[config.mk]
export PLATFORM = sky130hd
export DESIGN_NAME = uart_rx
export DESIGN_NICKNAME = d
export VERILOG_FILES = /design/src/rtl/uart_rx.sv
export SDC_FILE = /design/constraint.sdc
export NUM_CORES = 1
export LEC_CHECK = 0
export CAP_MARGIN = 20
export CORE_MARGIN = 5
export CORE_UTILIZATION = 50
export DETAILED_ROUTE_END_ITERATION = 7
export GPL_ROUTABILITY_DRIVEN = 0
export PLACE_DENSITY_LB_ADDON = 0.3
export SYNTH_ARGS = -nofsm -noshare
export SYNTH_HDL_FRONTEND = slang
export SYNTH_SLANG_ARGS = --single-unit
[constraint.sdc]
create_clock -name clk -period 1.7 [get_ports clk]
set_clock_uncertainty 0.05 [all_clocks]
set_input_delay 0.34 -clock clk [delete_from_list [all_inputs] [get_ports clk]]
set_output_delay 0.34 -clock clk [all_outputs]
set_load 0.03 [all_outputs]
[src/rtl/uart_rx.sv]
// uart_rx: 8N1 UART receiver with mid-bit sampling; define UART_RX_PARITY_EN for 8E1 with PE strobe.
module uart_rx #(
  parameter int BAUD_DIVIDER = 104
) (
  input  logic       clk,
  input  logic       rst,
  input  logic       Rx,
  output logic [7:0] O_DATA,
  output logic       NrD,
  output logic       RiP,
  output logic       FE,
  output logic       PE
);
  localparam int CW = $clog2(BAUD_DIVIDER + 1);
  localparam logic [CW-1:0] FULL = CW'(BAUD_DIVIDER);
  localparam logic [CW-1:0] HALF = CW'(BAUD_DIVIDER / 2);
  typedef enum logic [2:0] {IDLE, START, DATA, PARITY, STOP, WAIT_HIGH} state_t;
`ifdef UART_RX_PARITY_EN
  localparam state_t AFTER_DATA = PARITY;
`else
  localparam state_t AFTER_DATA = STOP;
`endif
  state_t state, state_n;
  logic rx_m, rx_s;
  logic [1:0] flush;
  logic armed;
  logic [CW-1:0] cnt, cnt_n;
  logic [2:0] bit_cnt, bit_n;
  logic [7:0] sh, sh_n, data_n;
  logic nrd_n, fe_n;
  logic expired;
  assign expired = cnt == CW'(1);
  assign RiP = state != IDLE;
`ifdef UART_RX_PARITY_EN
  logic par, par_n, pe_n;
`endif
  // A start bit only counts once the synchronizer has flushed its reset value and a real high was seen.
  always_comb begin
    state_n = state;
    cnt_n = (cnt != '0) ? cnt - 1'b1 : cnt;
    bit_n = bit_cnt;
    sh_n = sh;
    data_n = O_DATA;
    nrd_n = 1'b0;
    fe_n = 1'b0;
`ifdef UART_RX_PARITY_EN
    par_n = par;
    pe_n = 1'b0;
`endif
    case (state)
      IDLE: if (armed && !rx_s) begin
        state_n = START;
        cnt_n = HALF;
      end
      START: if (expired) begin
        state_n = rx_s ? IDLE : DATA;
        if (!rx_s) cnt_n = FULL;
      end
      DATA: if (expired) begin
        sh_n = {rx_s, sh[7:1]};
        bit_n = bit_cnt + 1'b1;
        cnt_n = FULL;
        if (bit_cnt == 3'd7) state_n = AFTER_DATA;
      end
`ifdef UART_RX_PARITY_EN
      PARITY: if (expired) begin
        par_n = rx_s;
        cnt_n = FULL;
        state_n = STOP;
      end
`endif
      STOP: if (expired) begin
        state_n = rx_s ? IDLE : WAIT_HIGH;
        nrd_n = rx_s;
        fe_n = !rx_s;
        data_n = rx_s ? sh : O_DATA;
`ifdef UART_RX_PARITY_EN
        pe_n = rx_s && (^{sh, par});
`endif
      end
      WAIT_HIGH: if (rx_s) state_n = IDLE;
      default: state_n = IDLE;
    endcase
  end
  always_ff @(posedge clk or posedge rst)
    if (rst) begin
      rx_m <= 1'b1;
      rx_s <= 1'b1;
      flush <= '0;
      armed <= 1'b0;
      state <= IDLE;
      cnt <= '0;
      bit_cnt <= '0;
      sh <= '0;
      O_DATA <= '0;
      NrD <= 1'b0;
      FE <= 1'b0;
    end else begin
      rx_m <= Rx;
      rx_s <= rx_m;
      flush <= {flush[0], 1'b1};
      armed <= armed | (flush[1] & rx_s);
      state <= state_n;
      cnt <= cnt_n;
      bit_cnt <= bit_n;
      sh <= sh_n;
      O_DATA <= data_n;
      NrD <= nrd_n;
      FE <= fe_n;
    end
`ifdef UART_RX_PARITY_EN
  always_ff @(posedge clk or posedge rst)
    if (rst) begin
      par <= 1'b0;
      PE <= 1'b0;
    end else begin
      par <= par_n;
      PE <= pe_n;
    end
`else
  assign PE = 1'b0;
`endif
endmodule

==> results.tsv, run 1 <==
metric	value	unit
WS Path Type	flip-flop to output port	
Synth area leader	dfrtp_1	
M1 WL	1.22	mm
Comb area share	0.343	
final hold vios	0	
CTS tree	done	
top cells, area	dfrtp_1, mux2_2, ha_1	
number of global-route vias before repair	1094	
initial DRC count	34	
Syn Inst Count	124	
Post-Syn Area	1620	um^2
initial antenna violation count	0	
DR top layer	met4	
Peak supply drop	0.582	mV
CORE AREA	3080	um^2
ys cells	124	
placed cell area	1850	um^2
Tmin final	1.68	ns
tap cells	44	
die height	66.8	um
Congestion Overflow GR	0	
port bufs	13	
Pwr per Cell Area	1200	nW/um^2
Avg Inst Size Synth	13.0	um^2
Sink Count	36	
Post-CTS Setup Bufs	0	
flip-flop and latch area	903	um^2
status	finished clean	
#MultiIn Comb	78	
fin worst setup slack	0.0223	ns
clk root buf	clkbuf_4	
Tool Warnings	29	
Clock Power Share	0.281	
worst-path fanout max	2	
Internal	1.68	mW
H-tree Lvls	2	
n_diodes	0	
Post-CTS Resized	16	
# hold bufs at CTS	0	
Syn Nets	132	
Slew Viols, Final	0	
Clock transition at path regs	0.11	ns
clock-cell share of area	0.0473	
Seq area share	0.449	
Overall Power	2.42	mW
Fin Hold WS	0.271	ns
Startpoint Class	flip-flop	
Crit. End Element	output port	
Detailed Routing Iterations Pass 1	4	
final design utilization	0.654	
Logic inverters	4	
P_sw	0.739	mW
area share of the largest cell type after synthesis	0.527	
max_cap viols	0	
crit path DRT	1.31	ns
starting density of the core	0.525	
floorplan row count	20	
CLK BUF	7	
==> run 1: layout by cell type (no fill, tap or decap), types with 3 or more instances in the layout <==
cell type and instances:
dfrtp_1 34, mux2_2 18, buf_4 11, dlygate4sd2_1 10, nor2_1 7, o21ai_0 6, nand2_1 5, xnor2_1 5
clkbuf_4 5, inv_1 4, ha_1 4, nand3_1 3
==> run 1: stage by stage <==
step                cells  setup TNS [ns]
finish                197               0
global route          197          -0.303
CTS                   192               0
detailed placement    184         -0.0296
global placement      184         -0.0271
floorplan             124               0
==> run 1: logic make-up (layout without fill, tap and decap cells) <==
| logic type | count (synthesis) | count (layout) | share of synthesized area |
|---|---|---|---|
| AOI/OAI and AO/OA | 17 | 17 | 0.0767 |
| xor gates and xnor gates | 7 | 7 | 0.0380 |
| adders and majority gates | 5 | 5 | 0.0387 |
| buffers and inverters | 10 | 39 | 0.0372 |
| DFF | 36 | 36 | 0.559 |
| muxes | 18 | 18 | 0.125 |
| other | 2 | 2 | 0.00465 |
| and+or+nand+nor | 29 | 29 | 0.120 |
==> run 1: cell usage after synthesis, drive strengths merged <==
| cell | count |
|---|---|
| xnor2 | 5 |
| a21o | 2 |
| o2111ai | 1 |
| nor3b | 1 |
| nor2 | 7 |
| mux2 | 18 |
| ha | 5 |
| and4b | 1 |
| nand3 | 3 |
| or3b | 2 |
| and3 | 1 |
| o2bb2ai | 1 |
| a22o | 1 |
| nor2b | 3 |
| xor2 | 2 |
| dfstp | 2 |
| conb | 2 |
| dfrtp | 34 |
| and4 | 1 |
| inv | 4 |
| a22oi | 1 |
| nand4 | 2 |
| o31ai | 2 |
| buf | 6 |
| nand2 | 5 |
| nor3 | 2 |
| o21ai | 6 |
| or3 | 1 |
| a32o | 1 |
| a211oi | 2 |
==> run 1: worst max-delay path, cell delays in order, from the launching register on <==
cell and delay (ns):
dfrtp_1 0.41, or3_4 0.38, buf_6 0.15
==> run 1: path summary, 6_finish.rpt <==
kind | to | cells past startpoint | start | slack, ns
worst max-delay path | RiP | 2 | state[1]$_DFFE_PP0P_ | 0.02
worst min-delay path | bit_cnt[1]$_DFFE_PP0P_ | 3 | rst | 0.27
worst max register to register | bit_cnt[2]$_DFFE_PP0P_ | 6 | cnt[1]$_DFF_PP0_ | 0.04
worst min register to register | flush[1]$_DFF_PP0_ | 0 | flush[0]$_DFF_PP0_ | 0.31
max in group asynchronous | rx_s$_DFF_PP1_ | 3 | rst | 1.09
min in group clk | flush[1]$_DFF_PP0_ | 0 | flush[0]$_DFF_PP0_ | 0.31
==> run 1: metal layers <==
layer  up-vias  global-route usage
met5         -                   0
met4         0              0.0609
met3         8              0.0573
met2        14               0.251
met1       518               0.187
li1        486                   -
==> run 1: power groups by stage <==
stage          Clock (mW)  Sequential, mW  Combinational [mW]
5_1_grt             0.744            1.08               0.747
2_1_floorplan           0            1.07               0.427
3_3_place_gp            0            1.08               0.570
6_report            0.680            1.07               0.671
4_1_cts             0.692            1.07               0.601
3_5_place_dp            0            1.08               0.601
==> run 1: registers in the layout, summed over array words and instances (netlist names) <==
signal,flops
state,3
bit_cnt,3
rx_s,1
cnt,7
O_DATA,8
NrD,1
rx_m,1
sh,8
flush,2
armed,1
FE,1
### Cells by drive strength, run 1

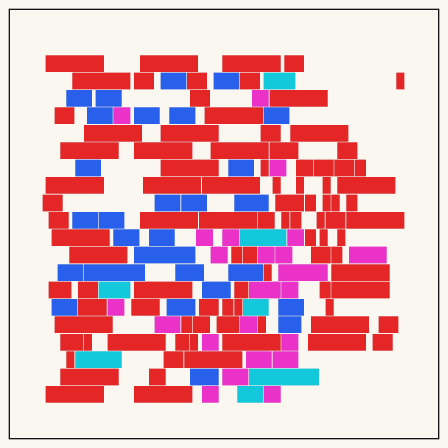
[_3 and _4 cells] magenta | cells: 23 | most used: buf_4
[_6 and larger] cyan | cells: 7
[_2 cells] blue | cells: 28 | most used: mux2_2
[_0 and _1 cells] red | cells: 95 | most used: dfrtp_1
Non-clk bufs: 27
P&R area growth vs syn: 24.6%
Finished Cell Area: 2010 um^2

### Signal metal coverage by tile, run 1

The bar under the picture is 20 um long. The die is cut into 13 by 13 equal tiles; dark purple is low, yellow is high, scaled to the fullest tile. Values are wire area over tile area, all layers added.
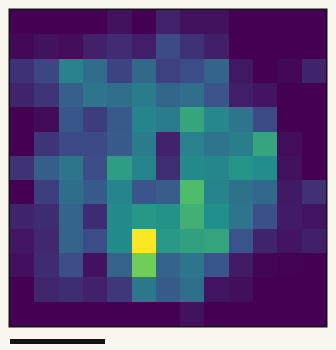
fullest tile: 0.50
tiles over half the peak: 7.7%
emptiest ninth of the die: upper right
mean over tiles: 0.10
nearly empty tiles: 25%
Via Count: 1026
post-DR wirelength/cell: 14.7 um
DRT Wirelength: 2.91 mm
GRT Total Usage: 0.155

### Routing congestion map, run 1

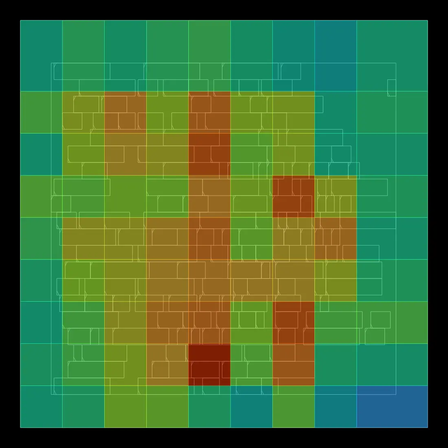
GR Util met1: 0.187
global route hottest layer: met2

### Wires at chosen ports, followed through buffers, run 1

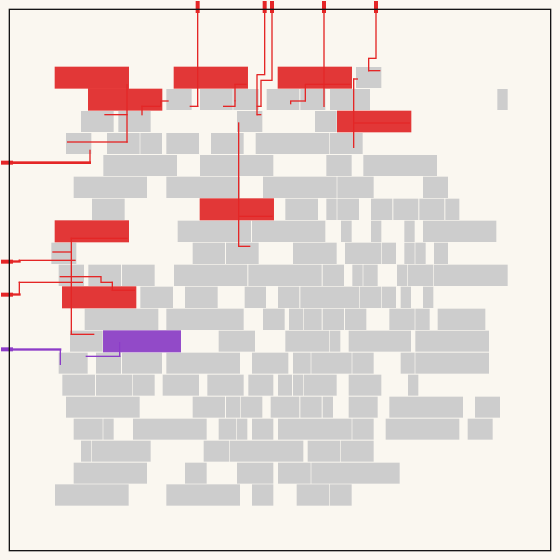

--- run 2 (diff from run 1) ---
--- a/config.mk
+++ b/config.mk
@@ -10,6 +10,7 @@
 export CORE_UTILIZATION = 50
 export DETAILED_ROUTE_END_ITERATION = 7
 export GPL_ROUTABILITY_DRIVEN = 0
+export GPL_TIMING_DRIVEN = 0
 export PLACE_DENSITY_LB_ADDON = 0.3
 export SYNTH_ARGS = -nofsm -noshare
 export SYNTH_HDL_FRONTEND = slang
### Wires at chosen ports, followed through buffers, run 2

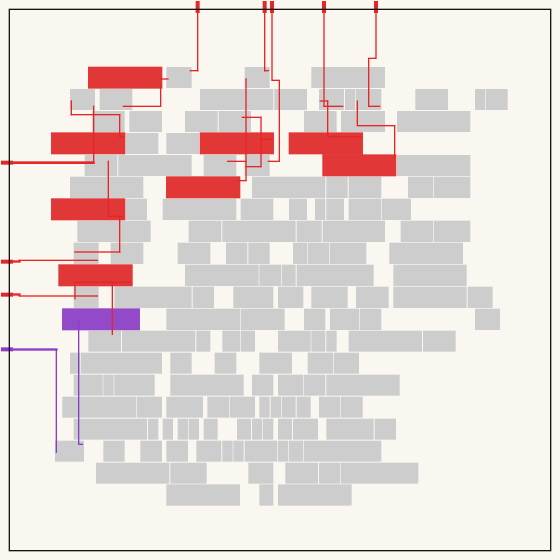
[`Rx`] purple | bits: 1 | direction: input | edge: left | end cells: 1 | buffers: 1 | wire: 33.8 um
[`O_DATA`] red | bits: 8 | direction: output | edge: 5 top, 3 left | end cells: 8 | buffers: 8 | wire: 204 um
I/O pin total: 15
port bufs: 13

==> results.tsv, run 2 <==
metric	value	unit	change
status	finished with violations		
violated checks	setup timing		
initial DRC count	27		-21%
Post-Layout Cell Count	199		+1.0%
GRT Total Usage	0.151		-0.00456
top cells, area	dfrtp_1, mux2_2, ha_1		
crit path DRT	1.31	ns	about the same
placed cells	182		-1.1%
main flop type	dfrtp_1		
Syn Inst Count	124		unchanged
Top Layout Cells	dfrtp_1, mux2_2, buf_4, dlygate4sd2_1, o21ai_0		
worst-path fanout max	6		+4
Synth area leader	dfrtp_1		
fin worst setup slack	-0.0715	ns	-0.0937 ns
R2R depth	5		-1
WS Path Type	flip-flop to output port		
Tmin final	1.77	ns	+0.0937 ns
Via Count	1042		+1.6%
# setup viols final	1		
Pwr per Cell Area	1150	nW/um^2	-4.5%
Tool Warnings	30		+3.4%
ys cells	124		unchanged
P&R area growth vs syn	24.4	%	
Startpoint Class	flip-flop		
top-count cell post-synth	dfrtp_1		
max_cap viols	0		unchanged
worst r2r src	state[1]$_DFFE_PP0P_		
Slew Viols, Final	0		unchanged
starting density of the core	0.525		unchanged
largest registers	O_DATA: 8 flops, sh: 8 flops, cnt: 7 flops		
Detailed Routing Iterations Pass 1	4		unchanged
crit-path cells	buf_6, or3_4, buf_6		
Avg Inst Size Synth	13.0	um^2	unchanged
TNS Setup	-0.0715	ns	-0.0715 ns
initial antenna violation count	0		unchanged
die height	66.8	um	unchanged
layout net count	162		
FF-to-FF End	cnt[3]$_DFF_PP0_		
CTS tree	done		
floorplan row count	20		unchanged
most frequent logic cell in the layout	dfrtp_1		
Worst Path Arrival	1.38	ns	
Congestion Overflow GR	0		unchanged
FF-to-FF setup slack	0.02	ns	-0.02 ns
die area	4470	um^2	
DRT Wirelength	2.85	mm	-1.8%
final hold vios	0		unchanged
CP max-delay cell	dfrtp_1		
CP max stage delay	0.38	ns	-0.03 ns
Async SR Flop Fraction	1.00		unchanged
post-DR wirelength/cell	14.3	um	-2.7%
Clock transition at path regs	0.11	ns	about the same
Post-Syn Area	1620	um^2	unchanged
Crit. End Element	output port		
Synth Seq Share	0.559		
clk root buf	clkbuf_4		
total CTS buffers	5		
n_diodes	0		unchanged
Post-synth top cells	dfrtp_1, mux2_2, nor2_1		
Sink Count	36		unchanged
CORE AREA	3080	um^2	unchanged
area share of the largest cell type after synthesis	0.527		unchanged
H-tree Lvls	2		unchanged
[run 2: cell counts after synthesis]
Identical to the previous run, type by type.
[run 2: layout make-up]
cell class	instances	area (um^2)	share of cell area
well taps	44	55.1	0.0274
plain buffers	5	40.0	0.0199
repair buffers	24	225	0.112
flip-flops and latches	36	907	0.451
clock buffers	7	55.1	0.0274
inverters	4	15.0	0.00747
multi-input cells	78	704	0.351
clock inverters	1	7.51	0.00374
[run 2: what timing repair did]
action	4_1_cts	5_1_grt
endpoints found under the setup margin	27	28
buffers inserted	4	5
pin swaps	1	3
hold buffers	0	0
resized	26	11
gates cloned	1	0
[run 2: critical path: cells and delay by family (launching register included)]
kind / cells / cell delay, ns
DFF: 1 / 0.38
and+or+nand+nor: 1 / 0.38
buffers and inverters: 2 / 0.28
[run 2: report_power, final]
part / switching [mW] / leakage (nW) / internal, mW
Clock: 0.277 / 0.0315 / 0.202
Sequential: 0.113 / 0.464 / 0.965
Combinational: 0.373 / 0.519 / 0.380
[run 2: cells by family after synthesis]
| logic type | count (synthesis) | share of synthesized area |
|---|---|---|
| other | 2 | 0.00465 |
| AND/OR/NAND/NOR | 29 | 0.120 |
| adder cells (fa/ha/maj) | 5 | 0.0387 |
| buffers and inverters | 10 | 0.0372 |
| AND-OR/OR-AND | 17 | 0.0767 |
| XOR/XNOR | 7 | 0.0380 |
| flip-flops | 36 | 0.559 |
| multiplexers | 18 | 0.125 |
[run 2: how the worst max path moves through the flow]
stage               cells after the start                 start                     to  slack (ns)
detailed placement                      3  state[1]$_DFFE_PP0P_                    RiP       -0.14
floorplan                               5  state[1]$_DFFE_PP0P_       cnt[3]$_DFF_PP0_        0.04
finish                                  3  state[1]$_DFFE_PP0P_                    RiP       -0.07
global placement                        2                   rst  O_DATA[0]$_DFFE_PP0P_       -0.19
CTS                                     3  state[1]$_DFFE_PP0P_                    RiP       -0.08
global route                            3  state[1]$_DFFE_PP0P_                    RiP       -0.11
[run 2: per-stage QoR]
| stage | power [mW] | util | hold slack [ns] | instance area (um^2) | worst slack, ns |
|---|---|---|---|---|---|
| 2_1_floorplan | 1.49 | - | 0.281 | 1620 | 0.0444 |
| 3_3_place_gp | 1.59 | 0.585 | 0.284 | 1800 | -0.192 |
| 3_5_place_dp | 1.62 | 0.594 | 0.295 | 1830 | -0.144 |
| 4_1_cts | 2.19 | 0.629 | 0.251 | 1940 | -0.0804 |
| 5_1_grt | 2.47 | 0.653 | 0.284 | 2010 | -0.113 |
| 6_report | 2.31 | 0.653 | 0.254 | 2010 | -0.0715 |
[run 2: routing by layer]
| layer | wire [um] | share of wire | vias to the layer above | GRT usage |
|---|---|---|---|---|
| li1 | - | - | 494 | - |
| met5 | 0 | 0 | - | 0 |
| met4 | 41 | 0.014 | 0 | 0.0558 |
| met2 | 1410 | 0.49 | 34 | 0.236 |
| met1 | 1260 | 0.44 | 509 | 0.191 |
| met3 | 146 | 0.051 | 5 | 0.0540 |
### Placement by cell class, run 2

The bar under the picture is 20 um long.
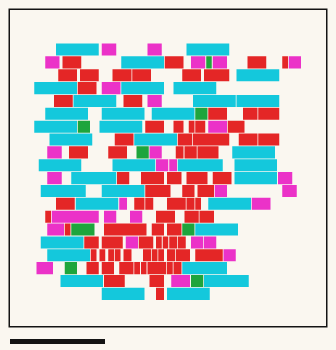

--- run 3 (diff from run 2) ---
--- a/config.mk
+++ b/config.mk
@@ -12,6 +12,7 @@
 export GPL_ROUTABILITY_DRIVEN = 0
 export GPL_TIMING_DRIVEN = 0
 export PLACE_DENSITY_LB_ADDON = 0.3
+export RECOVER_POWER = 100
 export SYNTH_ARGS = -nofsm -noshare
 export SYNTH_HDL_FRONTEND = slang
 export SYNTH_SLANG_ARGS = --single-unit
### Placement by cell class, run 3

The bar under the picture is 20 um long.
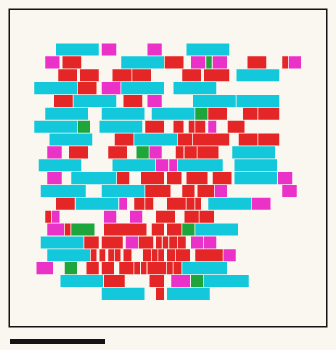
[combinational and other logic] red | cells: 82 | share of their area: 37%
[clock drivers and dummy loads] green | cells: 8 | share of their area: 3.2%
[other buffers and delay cells] magenta | cells: 29 | share of their area: 12%
[flops] cyan | cells: 36 | share of their area: 47%
Seq area share: 0.458
floorplan row count: 20
Finished Cell Area: 1980 um^2

==> results.tsv, run 3 <==
metric	value	unit	change
status	finished with violations		
violated checks	setup timing		
top cells, area	dfrtp_1, mux2_2, ha_1		
clk root buf	clkbuf_4		
max_cap viols	0		unchanged
CORE AREA	3080	um^2	unchanged
FF-to-FF End	sh[3]$_DFFE_PP0P_		
main flop type	dfrtp_1		
CP max-delay cell	or3_4		
initial DRC count	29		+7.4%
crit-path cells	buf_6, or3_4, buf_6		
largest registers	O_DATA: 8 flops, sh: 8 flops, cnt: 7 flops		
die area	4470	um^2	unchanged
CP startpoint	state[1]$_DFFE_PP0P_		
ys cells	124		unchanged
# hold bufs at CTS	0		unchanged
Startpoint Class	flip-flop		
starting density of the core	0.525		unchanged
Via Count	1036		-0.58%
pre-CTS WS	-0.144	ns	unchanged
Avg Inst Size Synth	13.0	um^2	unchanged
P&R area growth vs syn	22.6	%	
Worst Path Arrival	1.38	ns	about the same
area share of the largest cell type after synthesis	0.527		unchanged
Post-synth top cells	dfrtp_1, mux2_2, nor2_1		
Synth area leader	dfrtp_1		
FF-to-FF setup slack	0	ns	-0.02 ns
final hold vios	0		unchanged
I/O pin total	15		unchanged
CP max stage delay	0.39	ns	about the same
port bufs	13		unchanged
fin worst setup slack	-0.0718	ns	-0.000312 ns
# setup viols final	2		+1
H-tree Lvls	2		unchanged
worst r2r src	cnt[0]$_DFF_PP0_		
Sink Count	36		unchanged
Async SR Flop Fraction	1.00		unchanged
R2R depth	5		unchanged
Overall Power	2.30	mW	-0.33%
initial antenna violation count	0		unchanged
post-DR wirelength/cell	14.4	um	+0.35%
worst-path fanout max	6		unchanged
CP Capture Point	RiP		
## run 3: cell types whose count changed in the layout (fill, tap and decap cells not counted), sizes merged
cell and change:
dlygate4sd3 +2, buf -2, clkdlybuf4s50 -2, clkbuf +2
## run 3: layout make-up
cell class	instances	area, um^2
buffer	5	40.0
clock buffer	7	55.1
clock inverter	1	7.51
fill	251	1100
inverter	4	15.0
multi-input combinational	78	704
sequential	36	907
tap	44	55.1
timing repair buffer	24	196
## run 3: worst min path at each step
stage,cells after the start,startpoint,to
global route,0,rx_m$_DFF_PP1_,rx_s$_DFF_PP1_
floorplan,0,flush[0]$_DFF_PP0_,flush[1]$_DFF_PP0_
CTS,2,rst,NrD$_DFF_PP0_
global placement,0,flush[0]$_DFF_PP0_,flush[1]$_DFF_PP0_
finish,0,flush[0]$_DFF_PP0_,flush[1]$_DFF_PP0_
detailed placement,0,flush[0]$_DFF_PP0_,flush[1]$_DFF_PP0_
## run 3: report_power, final
group | switching [mW] | total [mW] | internal [mW]
logic | 0.373 | 0.746 | 0.373
clock network | 0.277 | 0.480 | 0.202
registers | 0.113 | 1.08 | 0.965
total | 0.763 | 2.30 | 1.54
## run 3: routing by layer
| metal | share of wire | global-route usage | vias to the layer above |
|---|---|---|---|
| met5 | 0 | 0 | - |
| met1 | 0.44 | 0.191 | 504 |
| met3 | 0.052 | 0.0540 | 6 |
| met4 | 0.018 | 0.0558 | 0 |
| li1 | - | - | 495 |
| met2 | 0.49 | 0.236 | 31 |
## run 3: metrics by stage
step	area (um^2)	setup TNS, ns	hold slack [ns]
final	1980	-0.0758	0.311
after global routing	1980	-0.655	0.318
after CTS	1940	-0.0804	0.251
after detailed placement	1830	-0.990	0.295
after global placement	1800	-7.10	0.284
after floorplan	1620	0	0.281
## run 3: worst max-delay path: cells and delay by family (launching register included)
family                 cells  cell delay [ns]
buffers and inverters      2             0.28
DFF                        1             0.38
and+or+nand+nor            1             0.39
## run 3: kinds of logic (layout without fill, tap and decap cells)
logic type / Yosys count / count (layout) / synth area share
DFF: 36 / 36 / 0.559
and+or+nand+nor: 29 / 29 / 0.120
muxes: 18 / 18 / 0.125
AOI/OAI and AO/OA: 17 / 17 / 0.0767
buffers and inverters: 10 / 41 / 0.0372
xor gates and xnor gates: 7 / 7 / 0.0380
adders and majority gates: 5 / 5 / 0.0387
other: 2 / 2 / 0.00465
## run 3: repair_timing
action / in CTS / in global routing
setup buffers: 4 / 5
cloned: 1 / 0
resized: 26 / 11
pin swaps: 1 / 3
endpoints found under the setup margin: 27 / 28
Power figures rest on the tool's default switching activity, not on a simulated workload.
